**src/rtl/sparse_pkg.sv**
```systemverilog
// Shared constants and FSM state type for the row-wise sparse x dense sequencer.
// Latency: n/a (types and constants only).
// Backpressure: n/a.
// Contents: N (matrix dimension, even), PAIRS (=N/2 column pairs per dense row),
//           AW (row/column address width), PW (CSR non-zero index width),
//           ctrl_state_t (sequencer states).
package sparse_pkg;

  localparam int N     = 560;
  localparam int PAIRS = N / 2;
  localparam int AW    = 10;
  localparam int PW    = 16;

  typedef enum logic [3:0] {
    IDLE,
    RP_A,
    RP_B,
    RP_C,
    ZROW,
    NZ_A,
    NZ_B,
    STREAM,
    DRAIN,
    DONE
  } ctrl_state_t;

endpackage

```
**src/rtl/rowwise_spmm_ctrl_if.sv**
```systemverilog
// Bundle of every sequencer-facing signal except clock and reset.
// Latency: n/a (wires only).
// Backpressure: out_ready gates new accumulator reads; valid is not stallable.
// Modports: master = sequencer side (drives addresses, enables, status);
//           slave  = memories / MAC datapath / consumer side.
interface rowwise_spmm_ctrl_if #(
  parameter int AW = sparse_pkg::AW,
  parameter int PW = sparse_pkg::PW
);

  // control / status
  logic          start;
  logic          busy;
  logic          done;
  // CSR row-pointer memory (sync read)
  logic [AW-1:0] rp_addr;
  logic [PW-1:0] rp_data;
  // CSR non-zero memory (sync read)
  logic [PW-1:0] nz_addr;
  logic [AW-1:0] nz_col;
  logic [31:0]   nz_val;
  // dense memory addressing
  logic [AW-1:0] addrext;
  logic [AW-2:0] bpair;
  // MAC datapath
  logic [31:0]   a_val;
  logic          mac_en;
  logic          mac_first;
  logic [AW-2:0] mac_pair;
  // accumulator drain
  logic          rd_en;
  logic [AW-2:0] rd_pair;
  logic          out_ready;
  logic          valid;
  logic          zeros;
  logic [AW-1:0] out_row;

  modport master (
    input  start, rp_data, nz_col, nz_val, out_ready,
    output busy, done, rp_addr, nz_addr, addrext, bpair, a_val,
           mac_en, mac_first, mac_pair, rd_en, rd_pair, valid, zeros, out_row
  );

  modport slave (
    output start, rp_data, nz_col, nz_val, out_ready,
    input  busy, done, rp_addr, nz_addr, addrext, bpair, a_val,
           mac_en, mac_first, mac_pair, rd_en, rd_pair, valid, zeros, out_row
  );

endinterface

```
**src/rtl/drain_ctrl.sv**
```systemverilog
// Accumulator drain: walks rd_pair 0..PAIRS-1 and produces valid/out_row.
// Latency: valid is rd_en delayed one cycle; zeros-row index is shown the same cycle.
// Backpressure: out_ready gates only new reads; the pipelined valid never stalls.
// Ports: active (FSM in DRAIN), zrow (FSM in ZROW), row (current row),
//        rd_en/rd_pair to the accumulator, last (final pair issued),
//        valid/out_row towards the consumer.
module drain_ctrl #(
  parameter int PAIRS = sparse_pkg::PAIRS,
  parameter int AW    = sparse_pkg::AW
) (
  input  logic          clk,
  input  logic          rst,
  input  logic          active,
  input  logic          zrow,
  input  logic          out_ready,
  input  logic [AW-1:0] row,
  output logic          rd_en,
  output logic [AW-2:0] rd_pair,
  output logic          last,
  output logic          valid,
  output logic [AW-1:0] out_row
);

  localparam logic [AW-2:0] LAST_PAIR = (AW-1)'(PAIRS - 1);
  localparam logic [AW-2:0] ONE_PAIR  = (AW-1)'(1);

  logic [AW-2:0] cnt;
  logic [AW-1:0] row_q;

  assign rd_en   = active & out_ready;
  assign last    = rd_en && (cnt == LAST_PAIR);
  assign rd_pair = cnt;
  // An empty row is reported in the ZROW cycle itself; drained rows are
  // reported one cycle after the read, so the row index is registered.
  assign out_row = zrow ? row : row_q;

  always_ff @(posedge clk or posedge rst) begin
    if (rst) begin
      cnt   <= '0;
      valid <= 1'b0;
      row_q <= '0;
    end else begin
      valid <= rd_en;
      if (rd_en) begin
        cnt <= last ? '0 : cnt + ONE_PAIR;
      end
      if (rd_en || zrow) begin
        row_q <= row;
      end
    end
  end

endmodule

```
**src/rtl/rowwise_spmm_ctrl.sv**
```systemverilog
// Row-wise (Gustavson) SpMM sequencer: walks CSR rows, streams dense rows to a 2-lane MAC, drains results.
// Latency: mac_* trail the STREAM cycle by one (dense read); valid trails rd_en by one (accumulator read).
// Backpressure: out_ready low holds the drain (FSM waits in DRAIN); streaming itself never stalls.
// Ports: clk, rst (async, active high); bus (master modport) carries start/busy/done,
//        CSR and dense memory addressing, MAC enables, and the drain handshake.
module rowwise_spmm_ctrl #(
  parameter int N  = sparse_pkg::N,
  parameter int AW = sparse_pkg::AW,
  parameter int PW = sparse_pkg::PW
) (
  input  logic                clk,
  input  logic                rst,
  rowwise_spmm_ctrl_if.master bus
);

  import sparse_pkg::*;

  localparam logic [AW-2:0] LAST_PAIR = (AW-1)'(N/2 - 1);
  localparam logic [AW-2:0] ONE_PAIR  = (AW-1)'(1);
  localparam logic [AW-1:0] LAST_ROW  = AW'(N - 1);
  localparam logic [AW-1:0] ONE_ROW   = AW'(1);
  localparam logic [PW-1:0] ONE_PTR   = PW'(1);

  ctrl_state_t   state, state_nxt;
  logic [AW-1:0] row;
  logic [AW-1:0] col;
  logic [PW-1:0] ptr;
  logic [PW-1:0] endp;
  logic [PW-1:0] first;
  logic [AW-2:0] bpair_q;
  logic [31:0]   a_val_q;
  logic          mac_en_q;
  logic          mac_first_q;
  logic [AW-2:0] mac_pair_q;

  logic          in_stream;
  logic          stream_last;
  logic          drain_last;
  logic          row_end;

  assign in_stream   = (state == STREAM);
  assign stream_last = in_stream && (bpair_q == LAST_PAIR);
  assign row_end     = (state == ZROW) || ((state == DRAIN) && drain_last);

  // Next-state logic.
  always_comb begin
    state_nxt = state;
    case (state)
      IDLE:   if (bus.start) state_nxt = RP_A;
      RP_A:   state_nxt = RP_B;
      RP_B:   state_nxt = RP_C;
      // rp_data now holds the end pointer; compare before it is registered.
      RP_C:   state_nxt = (bus.rp_data == ptr) ? ZROW : NZ_A;
      ZROW:   state_nxt = (row == LAST_ROW) ? DONE : RP_A;
      NZ_A:   state_nxt = NZ_B;
      NZ_B:   state_nxt = STREAM;
      STREAM: if (stream_last) state_nxt = ((ptr + ONE_PTR) == endp) ? DRAIN : NZ_A;
      DRAIN:  if (drain_last) state_nxt = (row == LAST_ROW) ? DONE : RP_A;
      DONE:   state_nxt = IDLE;
      default: state_nxt = IDLE;
    endcase
  end

  always_ff @(posedge clk or posedge rst) begin
    if (rst) begin
      state       <= IDLE;
      row         <= '0;
      col         <= '0;
      ptr         <= '0;
      endp        <= '0;
      first       <= '0;
      bpair_q     <= '0;
      a_val_q     <= '0;
      mac_en_q    <= 1'b0;
      mac_first_q <= 1'b0;
      mac_pair_q  <= '0;
    end else begin
      state <= state_nxt;
      case (state)
        IDLE: if (bus.start) row <= '0;
        RP_B: ptr <= bus.rp_data;
        RP_C: begin
          endp  <= bus.rp_data;
          first <= ptr;
        end
        NZ_B: begin
          a_val_q <= bus.nz_val;
          col     <= bus.nz_col;
          bpair_q <= '0;
        end
        STREAM: begin
          bpair_q <= stream_last ? '0 : bpair_q + ONE_PAIR;
          if (stream_last) ptr <= ptr + ONE_PTR;
        end
        default: ;
      endcase
      if (row_end && (row != LAST_ROW)) begin
        row <= row + ONE_ROW;
      end
      // Dense data arrives one cycle after its address: align MAC controls.
      mac_en_q    <= in_stream;
      mac_pair_q  <= in_stream ? bpair_q : '0;
      mac_first_q <= in_stream && (ptr == first);
    end
  end

  drain_ctrl #(
    .PAIRS (N / 2),
    .AW    (AW)
  ) u_drain (
    .clk       (clk),
    .rst       (rst),
    .active    (state == DRAIN),
    .zrow      (state == ZROW),
    .out_ready (bus.out_ready),
    .row       (row),
    .rd_en     (bus.rd_en),
    .rd_pair   (bus.rd_pair),
    .last      (drain_last),
    .valid     (bus.valid),
    .out_row   (bus.out_row)
  );

  assign bus.busy      = (state != IDLE);
  assign bus.done      = (state == DONE);
  assign bus.zeros     = (state == ZROW);
  assign bus.rp_addr   = (state == RP_A) ? row :
                         (state == RP_B) ? row + ONE_ROW : '0;
  assign bus.nz_addr   = (state == NZ_A) ? ptr : '0;
  assign bus.addrext   = in_stream ? col : '0;
  assign bus.bpair     = in_stream ? bpair_q : '0;
  assign bus.a_val     = a_val_q;
  assign bus.mac_en    = mac_en_q;
  assign bus.mac_first = mac_first_q;
  assign bus.mac_pair  = mac_pair_q;

endmodule

```
**src/flat_wrapper.sv**
```systemverilog
// flat-port wrapper written by rule: the top's interface ports become plain ports
module rowwise_spmm_ctrl_flat import sparse_pkg::*;
#(
  parameter int N  = sparse_pkg::N,
  parameter int AW = sparse_pkg::AW,
  parameter int PW = sparse_pkg::PW
)
  (clk, rst, bus_start, bus_rp_data, bus_nz_col, bus_nz_val, bus_out_ready, bus_busy, bus_done, bus_rp_addr, bus_nz_addr, bus_addrext, bus_bpair, bus_a_val, bus_mac_en, bus_mac_first, bus_mac_pair, bus_rd_en, bus_rd_pair, bus_valid, bus_zeros, bus_out_row);
  rowwise_spmm_ctrl_if #(.AW(AW), .PW(PW)) bus_i ();
  input  logic clk;
  input  logic rst;
  input wire logic [$bits(bus_i.start)-1:0] bus_start;
  input wire logic [$bits(bus_i.rp_data)-1:0] bus_rp_data;
  input wire logic [$bits(bus_i.nz_col)-1:0] bus_nz_col;
  input wire logic [$bits(bus_i.nz_val)-1:0] bus_nz_val;
  input wire logic [$bits(bus_i.out_ready)-1:0] bus_out_ready;
  output wire logic [$bits(bus_i.busy)-1:0] bus_busy;
  output wire logic [$bits(bus_i.done)-1:0] bus_done;
  output wire logic [$bits(bus_i.rp_addr)-1:0] bus_rp_addr;
  output wire logic [$bits(bus_i.nz_addr)-1:0] bus_nz_addr;
  output wire logic [$bits(bus_i.addrext)-1:0] bus_addrext;
  output wire logic [$bits(bus_i.bpair)-1:0] bus_bpair;
  output wire logic [$bits(bus_i.a_val)-1:0] bus_a_val;
  output wire logic [$bits(bus_i.mac_en)-1:0] bus_mac_en;
  output wire logic [$bits(bus_i.mac_first)-1:0] bus_mac_first;
  output wire logic [$bits(bus_i.mac_pair)-1:0] bus_mac_pair;
  output wire logic [$bits(bus_i.rd_en)-1:0] bus_rd_en;
  output wire logic [$bits(bus_i.rd_pair)-1:0] bus_rd_pair;
  output wire logic [$bits(bus_i.valid)-1:0] bus_valid;
  output wire logic [$bits(bus_i.zeros)-1:0] bus_zeros;
  output wire logic [$bits(bus_i.out_row)-1:0] bus_out_row;
  assign bus_i.start = bus_start;
  assign bus_i.rp_data = bus_rp_data;
  assign bus_i.nz_col = bus_nz_col;
  assign bus_i.nz_val = bus_nz_val;
  assign bus_i.out_ready = bus_out_ready;
  assign bus_busy = bus_i.busy;
  assign bus_done = bus_i.done;
  assign bus_rp_addr = bus_i.rp_addr;
  assign bus_nz_addr = bus_i.nz_addr;
  assign bus_addrext = bus_i.addrext;
  assign bus_bpair = bus_i.bpair;
  assign bus_a_val = bus_i.a_val;
  assign bus_mac_en = bus_i.mac_en;
  assign bus_mac_first = bus_i.mac_first;
  assign bus_mac_pair = bus_i.mac_pair;
  assign bus_rd_en = bus_i.rd_en;
  assign bus_rd_pair = bus_i.rd_pair;
  assign bus_valid = bus_i.valid;
  assign bus_zeros = bus_i.zeros;
  assign bus_out_row = bus_i.out_row;
  rowwise_spmm_ctrl #(.N(N), .AW(AW), .PW(PW)) u_core (.clk(clk), .rst(rst), .bus(bus_i));
endmodule
```
**config.mk**
```make
export PLATFORM = sky130hd
export DESIGN_NAME = rowwise_spmm_ctrl_flat
export DESIGN_NICKNAME = d
export VERILOG_FILES = /design/src/rtl/sparse_pkg.sv /design/src/rtl/rowwise_spmm_ctrl_if.sv /design/src/rtl/drain_ctrl.sv /design/src/rtl/rowwise_spmm_ctrl.sv /design/src/flat_wrapper.sv
export SDC_FILE = /design/constraint.sdc
export NUM_CORES = 1
export LEC_CHECK = 0
export CORE_ASPECT_RATIO = 1.5
export CORE_UTILIZATION = 45
export DETAILED_ROUTE_END_ITERATION = 16
export GPL_TIMING_DRIVEN = 0
export PLACE_DENSITY_LB_ADDON = 0.15
export SLEW_MARGIN = 10
export SYNTH_ARGS = -nofsm -noshare
export SYNTH_HDL_FRONTEND = slang
export SYNTH_HIERARCHICAL = 1
export SYNTH_SLANG_ARGS = --single-unit
```
**constraint.sdc**
```tcl
create_clock -name clk -period 12.29 [get_ports clk]
set_input_delay 2.458 -clock clk [delete_from_list [all_inputs] [get_ports clk]]
set_output_delay 2.458 -clock clk [all_outputs]
set_load 0.005 [all_outputs]
```
run_1/met1.png
Bar = 20 µm. Cells faint in the background.
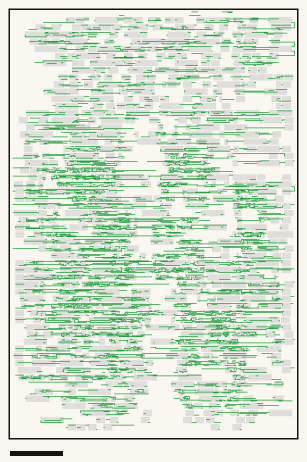
The wires run mostly horizontal. The layer carries 8300 µm of wire. The layer holds 40% of the routed length. 883 nets have wire on it.

run_1/met2.png
Bar = 20 µm. Cells faint in the background.
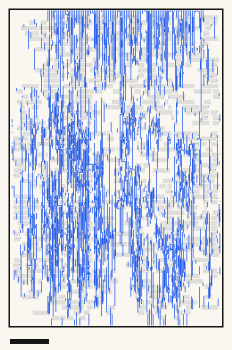
The longest straight run is 52.5 µm. The wires run mostly vertical. The layer carries 10800 µm of wire. The layer holds 52% of the routed length.

==> impl_results.rst, run 1 <==
Synthesis and place-and-route
=============================

.. list-table::
   :header-rows: 1

   * - Metric
     - Value
   * - Result of the run
     - completed
   * - Most instantiated logic cells after routing
     - sky130_fd_sc_hd__clkdlybuf4s50_1 (173), sky130_fd_sc_hd__dfrtp_1 (144), sky130_fd_sc_hd__mux2_2 (94)
   * - Critical path startpoint category
     - input port
   * - Total placed cells including tap cells
     - 1113
   * - Summed standard-cell area reported by yosys
     - between 7000 and 8000 µm²
   * - Critical Path Sink Type
     - output pin
   * - Reg-to-reg startpoint
     - u_core/state[0]
   * - DR DRC count
     - 0
   * - Fraction of the yosys area taken by sequential cells
     - a little under half
   * - Flip-flop and latch count
     - 144
   * - Power Internal
     - between 1.5 and 2 mW
   * - Placed inst area
     - roughly 10000 µm²
   * - GRT Max-Usage Layer
     - met2
   * - Final worst path period share
     - about half
   * - Number of non-clock inverters
     - 13
   * - VDD IR max
     - 0.000120 V
   * - Skew final
     - around 0.0089 ns
   * - Xor/xnor cell area share of the yosys netlist
     - 7.06%
   * - Final RePlAce weighted congestion
     - between 0.8 and 0.9
   * - Category of cells accounting for the largest share of critical-path delay
     - buffers and inverters
   * - Clock network share of area
     - ~5.5%
   * - Storage element area
     - ~3600 µm²
   * - Number of max-slew violations in the final report
     - 0
   * - Routed length on met1
     - between 8000 and 9000 µm
   * - Max-cap viol count
     - 0
   * - Cell count along the critical path
     - 4
   * - Synth top cells by count
     - sky130_fd_sc_hd__dfrtp_1 (144), sky130_fd_sc_hd__mux2_2 (94), sky130_fd_sc_hd__o21ai_0 (47), sky130_fd_sc_hd__nand2_1 (45), sky130_fd_sc_hd__nor2_1 (42)
   * - Summed negative setup slack over all endpoints
     - 0 ns
   * - Start-to-end type of the worst setup path
     - input port to output pin
   * - Share of synthesized cell area in and-or and or-and compound cells
     - between 10% and 20%
   * - Nets in the synthesized netlist
     - 795
   * - Number of gates given a new drive strength after cts
     - 0
   * - Highest net fanout along the worst path
     - 6
   * - Startpoint of the worst hold path
     - u_core/col[7]
   * - Fill cell instance count of the final layout
     - around 1.4k
   * - TritonRoute pass-1 iters
     - 5
   * - Share of total power in combinational logic
     - between 40% and 50%
   * - Unrepaired setup endpoints after global routing
     - false
   * - Clk pin slew, worst setup/hold paths
     - 0.06 ns
   * - Flip-flop count of the largest register after layout
     - 32
   * - Net load switching power
     - approximately 0.9 mW
   * - Critical Path Slowest Stage Cell
     - sky130_fd_sc_hd__clkdlybuf4s50_1
   * - TritonCTS clock tree
     - yes
   * - Root buf cell
     - sky130_fd_sc_hd__clkbuf_16
   * - Top flip-flop cell by instance count after synthesis
     - sky130_fd_sc_hd__dfrtp_1
   * - Total number of nets in the final design
     - ~990
   * - Power of the combinational group
     - between 1 and 1.5 mW
   * - Number of antenna violations at the first check in global routing
     - 0
   * - Tally of clock buffers in the finished layout
     - 20
   * - Post-synth ARST share
     - 100%
   * - Utilization after layout
     - about three fifths
   * - Number of endpoints failing setup at the final stage
     - 0
   * - Final-layout non-clock buffer area share
     - about a fifth
   * - Distinct cells, synth
     - approximately 74
   * - Port Buf Inserts
     - between 150 and 200
   * - Signed area change from the synthesized netlist to the final layout
     - 33.3%
   * - Top cell type by instance count after synthesis
     - sky130_fd_sc_hd__dfrtp_1
   * - Beginning of the critical path
     - bus_out_ready
   * - Synth area leader
     - sky130_fd_sc_hd__dfrtp_1
   * - Number of buffers created by CTS
     - 17
   * - Full die area
     - 17800 µm²
   * - Core region area
     - approximately 17000 µm²
   * - Count of tool warnings
     - 26
   * - Count of warnings emitted by yosys
     - 6
   * - Largest stage delay, worst path
     - about 0.55 ns
   * - Number of antenna diodes
     - 0
   * - Sink of the worst hold path
     - u_core/col[7]
   * - Post-synth area hogs
     - sky130_fd_sc_hd__dfrtp_1 (46%), sky130_fd_sc_hd__mux2_2 (14%), sky130_fd_sc_hd__xnor2_1 (3.5%), sky130_fd_sc_hd__xor2_1 (3.2%), sky130_fd_sc_hd__o21ai_0 (3.0%)
   * - Number of hold-slack violations in the final timing report
     - 0
   * - Routed wire length on met3
     - around 1000 µm
   * - Switching part of the total
     - between 30 and 40%
   * - Transition time at the pin with the least slew margin
     - ~0.83 ns
   * - Met1 track demand over resource
     - ~29%
   * - Vias in the first global route
     - 5952
   * - DPL Wire Length
     - around 15000 µm
   * - Share of the final layout cell area in multi-input gates
     - 36.6%
   * - Required time of the critical path
     - between 9 and 10 ns
   * - Crit path capture
     - bus_rd_en
   * - Number of buffer and inverter stages on the critical path
     - 3
   * - Hold WC Path Type
     - register to register
   * - Worst path most repeated cell
     - sky130_fd_sc_hd__clkdlybuf4s50_1
   * - Top layer in use
     - met4
   * - Largest net degree at the start of global routing
     - about 67
   * - Synthesized-area fraction occupied by adder cells
     - 0.643%
   * - Cell class ranked first by area
     - multi-input combinational cells
   * - Logic area
     - between 3000 and 4000 µm²
   * - Dominant comb cell
     - simple AND/OR/NAND/NOR gates
   * - Critical Path AT
     - about 3.8 ns
   * - Count of hold buffers inserted by post-cts repair
     - 0
   * - Synth top area share
     - 46.3%
   * - Wire length of the first global-routing pass
     - about 32000 µm
run_1/met3.png
Bar = 20 µm. Cells faint in the background.
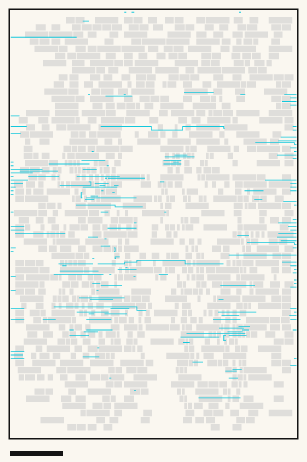
The wires run mostly horizontal. The layer carries 1030 µm of wire. 131 nets have wire on it. The longest straight run is 31.5 µm.
post-detailed-routing wire length: 20700 µm
number of vias after detailed routing: 6294
GRT met3 Usage: 4.03%

## Run 2: what changed since run 1
==> constraint.sdc (replaced) <==
create_clock -name clk -period 5.3 [get_ports clk]
set_input_delay 1.06 -clock clk [delete_from_list [all_inputs] [get_ports clk]]
set_output_delay 1.06 -clock clk [all_outputs]
set_load 0.005 [all_outputs]
run_2/met3.png
Bar = 20 µm. Cells faint in the background.
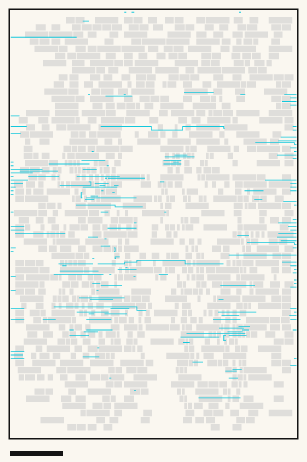
The longest straight run is 31.5 µm. The layer holds 5.0% of the routed length. 131 nets have wire on it. The wires run mostly horizontal. The layer carries 1030 µm of wire.

==> run 2 against run 1 <==
Against the previous run:
- first-iteration DRC count did not move
- clock power is 130% higher
- wire length is the same
- utilization unchanged
- die area is the same
- synthesized area stayed put
- critical endpoint is now bus_rp_addr[5]
- largest cell class unchanged
==> impl_results.rst, run 2 <==
Synthesis and place-and-route
=============================

.. list-table::
   :header-rows: 1

   * - Metric
     - Value
   * - Number of buffer and inverter stages on the critical path
     - 3
   * - Critical Path AT
     - 2.94 ns
   * - Number of max-slew violations in the final report
     - 0
   * - Number of gates given a new drive strength after cts
     - 0
   * - Placed inst area
     - slightly below 10000 µm²
   * - Cell class ranked first by area
     - multi-input combinational cells
   * - Flip-flop and latch count
     - between 100 and 150
   * - Critical Path Slowest Stage Cell
     - sky130_fd_sc_hd__nor3_2
   * - Synth top area share
     - 46.3%
   * - Critical Path Sink Type
     - output pin
   * - Port Buf Inserts
     - around 170
   * - Top layer in use
     - met4
   * - Fraction of the yosys area taken by sequential cells
     - between 40% and 50%
   * - Tally of clock buffers in the finished layout
     - 20
   * - Largest net degree at the start of global routing
     - ~67
   * - Signed area change from the synthesized netlist to the final layout
     - 33.3%
   * - Number of endpoints failing setup at the final stage
     - 0
   * - Worst path most repeated cell
     - sky130_fd_sc_hd__o21ai_0
   * - Hold WC Path Type
     - register to register
   * - Vias in the first global route
     - 5952
   * - Skew final
     - just under 0.009 ns
   * - Number of antenna violations at the first check in global routing
     - 0
   * - Full die area
     - 17800 µm²
   * - Flip-flop count of the largest register after layout
     - 32
   * - Max-cap viol count
     - 0
   * - Share of total power in combinational logic
     - about half
   * - Nets in the synthesized netlist
     - approximately 800
   * - Synth top cells by count
     - sky130_fd_sc_hd__dfrtp_1 (144), sky130_fd_sc_hd__mux2_2 (94), sky130_fd_sc_hd__o21ai_0 (47), sky130_fd_sc_hd__nand2_1 (45), sky130_fd_sc_hd__nor2_1 (42)
   * - Reg-to-reg startpoint
     - u_core/state[0]
   * - Summed standard-cell area reported by yosys
     - between 7000 and 8000 µm²
   * - Summed negative setup slack over all endpoints
     - 0 ns
   * - Most instantiated logic cells after routing
     - sky130_fd_sc_hd__clkdlybuf4s50_1 (173), sky130_fd_sc_hd__dfrtp_1 (144), sky130_fd_sc_hd__mux2_2 (94)
   * - Wire length of the first global-routing pass
     - 32200 µm
   * - Start-to-end type of the worst setup path
     - register to output pin
   * - Synth area leader
     - sky130_fd_sc_hd__dfrtp_1
   * - Number of buffers created by CTS
     - 17
   * - Synthesized-area fraction occupied by adder cells
     - less than 1%
   * - Required time of the critical path
     - 4.24 ns
   * - Sink of the worst hold path
     - u_core/col[7]
   * - VDD IR max
     - roughly 0.00028 V
   * - Result of the run
     - completed
   * - Post-detailed-routing wire length
     - just over 20000 µm
   * - Number of antenna diodes
     - 0
   * - Unrepaired setup endpoints after global routing
     - false
   * - GRT Max-Usage Layer
     - met2
   * - Top cell type by instance count after synthesis
     - sky130_fd_sc_hd__dfrtp_1
   * - Share of the final layout cell area in multi-input gates
     - roughly 37%
   * - Met1 track demand over resource
     - between 20% and 30%
   * - Utilization after layout
     - about three fifths
   * - Count of hold buffers inserted by post-cts repair
     - 0
   * - Root buf cell
     - sky130_fd_sc_hd__clkbuf_16
   * - Post-synth area hogs
     - sky130_fd_sc_hd__dfrtp_1 (46%), sky130_fd_sc_hd__mux2_2 (14%), sky130_fd_sc_hd__xnor2_1 (3.5%), sky130_fd_sc_hd__xor2_1 (3.2%), sky130_fd_sc_hd__o21ai_0 (3.0%)
   * - Clk pin slew, worst setup/hold paths
     - about 0.06 ns
   * - Count of warnings emitted by yosys
     - 6
   * - Count of tool warnings
     - 26
   * - Share of synthesized cell area in and-or and or-and compound cells
     - slightly above 10%
   * - Largest stage delay, worst path
     - 0.59 ns
   * - Routed wire length on met3
     - between 1000 and 1500 µm
   * - Net load switching power
     - 2.10 mW
   * - Core region area
     - approximately 17000 µm²
   * - Final RePlAce weighted congestion
     - ~0.89
   * - DR DRC count
     - 0
   * - Number of hold-slack violations in the final timing report
     - 0
   * - Post-synth ARST share
     - 100%
Power figures rest on the tool's default switching activity, not on a simulated workload.
